==> config.mk <==
export PLATFORM = sky130hd
export DESIGN_NAME = mem_arbiter_stall
export DESIGN_NICKNAME = d
export VERILOG_FILES = /design/src/rtl/mem_arbiter_stall.sv
export SDC_FILE = /design/constraint.sdc
export NUM_CORES = 1
export LEC_CHECK = 0
export CAP_MARGIN = 40
export CORE_MARGIN = 8
export CORE_UTILIZATION = 40
export CTS_CLUSTER_DIAMETER = 40
export CTS_CLUSTER_SIZE = 12
export DETAILED_ROUTE_END_ITERATION = 6
export HOLD_SLACK_MARGIN = 0.06
export PLACE_DENSITY = 0.79
export SLEW_MARGIN = 20
export SYNTH_ARGS = -nofsm -noshare
export SYNTH_HDL_FRONTEND = slang
export SYNTH_SLANG_ARGS = --single-unit
==> constraint.sdc <==
create_clock -name clk -period 4.45 [get_ports clk]
set_clock_uncertainty 0.1 [all_clocks]
set_input_delay 0.445 -clock clk [delete_from_list [all_inputs] [get_ports clk]]
set_output_delay 0.445 -clock clk [all_outputs]
set_load 0.01 [all_outputs]
Fig. 1: clock wiring as the flow saved it
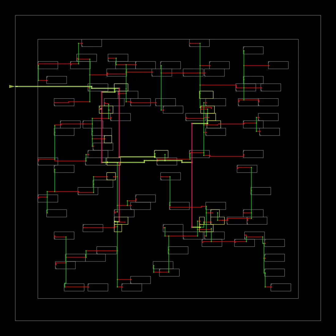
CTS Sinks: 86
flop count: 86
Num CTS Buffers: 9
clock buffer count: 10
clk_lat worst skew: 0.34 ns

Fig. 2: zoomed window
Region (3, 59) to (53, 109) um. Cells in gray, sequential cells in the stronger gray; small squares are vias.
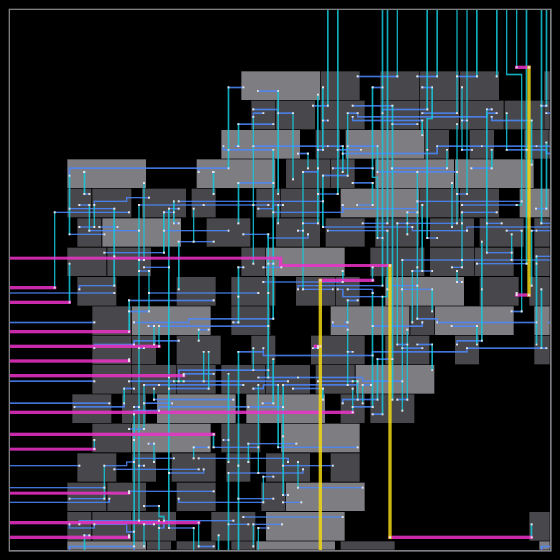
Yellow marks met4. Blue marks met1. Magenta marks met3. Cyan marks met2.
103 logic cells have their middle in the window. Most frequent: clkdlybuf4s50_1 (33), nor2b_1 (24), dfxtp_1 (21). Sequential cells in the window: 21.

Fig. 3: gate families picked out
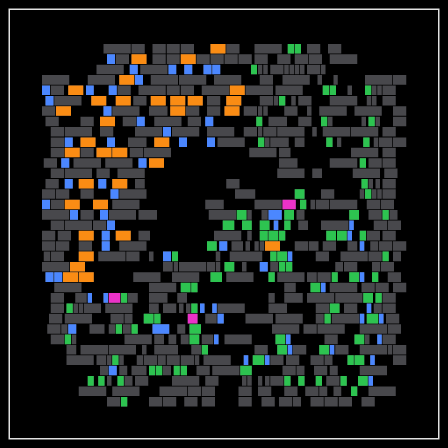
Magenta marks AND-OR and OR-AND gates, cells 3. Orange marks multiplexers, cells 33, most used mux2_2. Green marks inverting AOI/OAI gates, cells 87, most used a21oi_1. Blue marks NOR gates, cells 63, most used nor2b_1, where widely spread.
Post-Layout Cell Count: 667
multi-input gate share of total cell area: 33.5%

==> out/metrics.yaml <==
status: "finished clean"
comb_power_share_pct: 25.1
hp-class: "register to register"
hold_ws_ns: 0.362
buffers: 160
powerClk_uw: 508
ios: 153
p_comb_uw: 464
grt_max_degree: 36
power_leakage_nw: 2.06
n_antenna_cell: 0
syn_area_mm2: 0.00370
highest_layer: "met4"
use_met1_pct: 19.2
topCombFamilyByArea: "simple AND/OR/NAND/NOR gates"
p_sw_share_pct: 29.5
post-route-period-util_pct: 70.8
drt_iter0_drc: 147
top_area_cell_class: "multi-input combinational cells"
place_inst: 650
wl_met3_um: 762
top_cell: "dfxtp_1"
busiest_layer: "met2"
cp_num_buf_inv: 3
yosys-stat-area_mm2: 0.00370
comb_cells: 289
required_ns: 3.90
seq_area_share_pct: 31.3
fin_tns_setup_ns: 0
postRouteAntennaNets: 0
p_per_area_mw_per_mm2: 336
max_stage_delay_ns: 0.60
grt.met3_usage_pct: 5.90
warnings: 26
clk_pin_slew_ns: 0.08
via_count: 3388
powerSeq_uw: 875
fin_nets: 622
period_needed_ns: 3.15
top_area_share_pct: 46.5
worst_slack_ns: 1.30
power_mw: 1.85
power_frac_seq_pct: 47.4
clock-root-buffer: "clkbuf_8"
finalSetupViolations: 0
cp.depth: 6
p_int_mw: 1.30
die_w_um: 112
r2r_setup_slack_ns: 2.18
fillers: 794
dp_worst_setup_slack_ns: 0.970
synth-edff-count: 0
met2_usage_pct: 26.4
yosys.area_share.adder_pct: 0.338
wl_met1_um: 4460
cts_hold_buf: 0
portBuffers: 152
num_rows: 35
grt_pass1_wl_um: 16900
power.group.top: "registers"
hold_depth: 2
fin_util_pct: 60.4
cts_resized: 0
clock_area_share_pct: 3.34
common_cells: "86 x dfxtp_1, 54 x nand2_1, 36 x nor2b_1, 30 x a21oi_1, 23 x nor2_1"
inverters: 5
path_class: "primary input to output port"
fp_util_pct: 40.6
reg2reg_depth: 5
wl_met2_um: 4900
routedWlPerCell_um: 15.5
post_cts_buffers: 0
slew-limit-headroom_pct: 60.4
hold_viol: 0
yosys.area.top_type: "dfxtp_1"
track_usage_pct: 16.2
path_cells: "clkdlybuf4s50_1, nand4b_1, nor2_2, buf_8, mux2_1, clkdlybuf4s50_1"
syn_to_final_growth_pct: 48.8
crit_fanout: 14
ys_seq_share_pct: 46.5
critical_path.top_delay_family: "buffers and inverters"
antenna_found_initial: 0
fin_area_mm2: 0.00550
xor_area_share_pct: 0.474
vdd_drop_max_mv: 0.159
slowest_stage: "clkdlybuf4s50_1"
overflow: 0
flop_cell: "dfxtp_1"
ys_sh_aoi_pct: 14.8
synth_cell_types: 47
drc: 0
gp_congestion: 0.824
hpwl_um: 7700
crit_top_cell: "clkdlybuf4s50_1"
ys_sh_mux_pct: 10.0
nWellTaps: 111
slew_viol_final: 0
ctsLongestPathBuffers: 2
synth-cells-yosys: 406
worst_slew_pin_slew_ns: 0.590
endpoint_kind: "output port"
buffer_area_share_pct: 29.0
drive_gt1_share_pct: 10.1
power_frac_clock_pct: 27.5
async_flop_share_pct: 0
maxCapViolCount: 0
synth_nets: 477
p_sw_uw: 545
postSynthCellCount: 406
fmax_ghz: 0.318
combGateArea_mm2: 0.00184
ys_warn_count: 0
cts_max_level: 3
drt-vias-per-instance: 5.08
firstDrtPassIters: 4
syn_avg_cell_area_um2: 9.11
start_kind: "primary input"
crit_arrival_ns: 2.60
placed_area_mm2: 0.00531
die-area_mm2: 0.0126
cts_tree: "yes"
regArea_mm2: 0.00172
synth_flop_count: 86
core_area_mm2: 0.00911
rsz0062_at_grt: "no"
grt_pass1_vias: 3353
simple_gate_area_share_pct: 24.1
synth.area.top_cells: "dfxtp_1 47%, mux2_2 6.1%, nor2b_1 6.1%"
die_height_um: 112
drt-total-wl_um: 10300
## layout by cell type, fill, tap and decap left out, types with 2 or more instances in the layout
cell type        synthesis  final
mux2_2                  20     20
nand2b_1                 2      2
clkinvlp_4               0      2
a2111oi_0                2      2
xnor2_1                  2      2
nand2_1                 54     54
a311oi_1                 3      3
inv_1                    5      5
nor2_1                  23     23
clkbuf_8                 0     10
buf_4                    2      6
mux2_1                  13     13
or4_1                    6      6
clkinv_4                 0      2
o31ai_1                  4      4
a211oi_1                18     18
or3_1                   17     17
o21ai_0                 19     19
nor2b_1                 36     36
or4b_1                   2      2
a21oi_1                 30     30
nand4_1                  6      6
dfxtp_1                 86     86
nand3_1                  4      4
clkdlybuf4s50_1          0    151
o21ai_1                  6      6
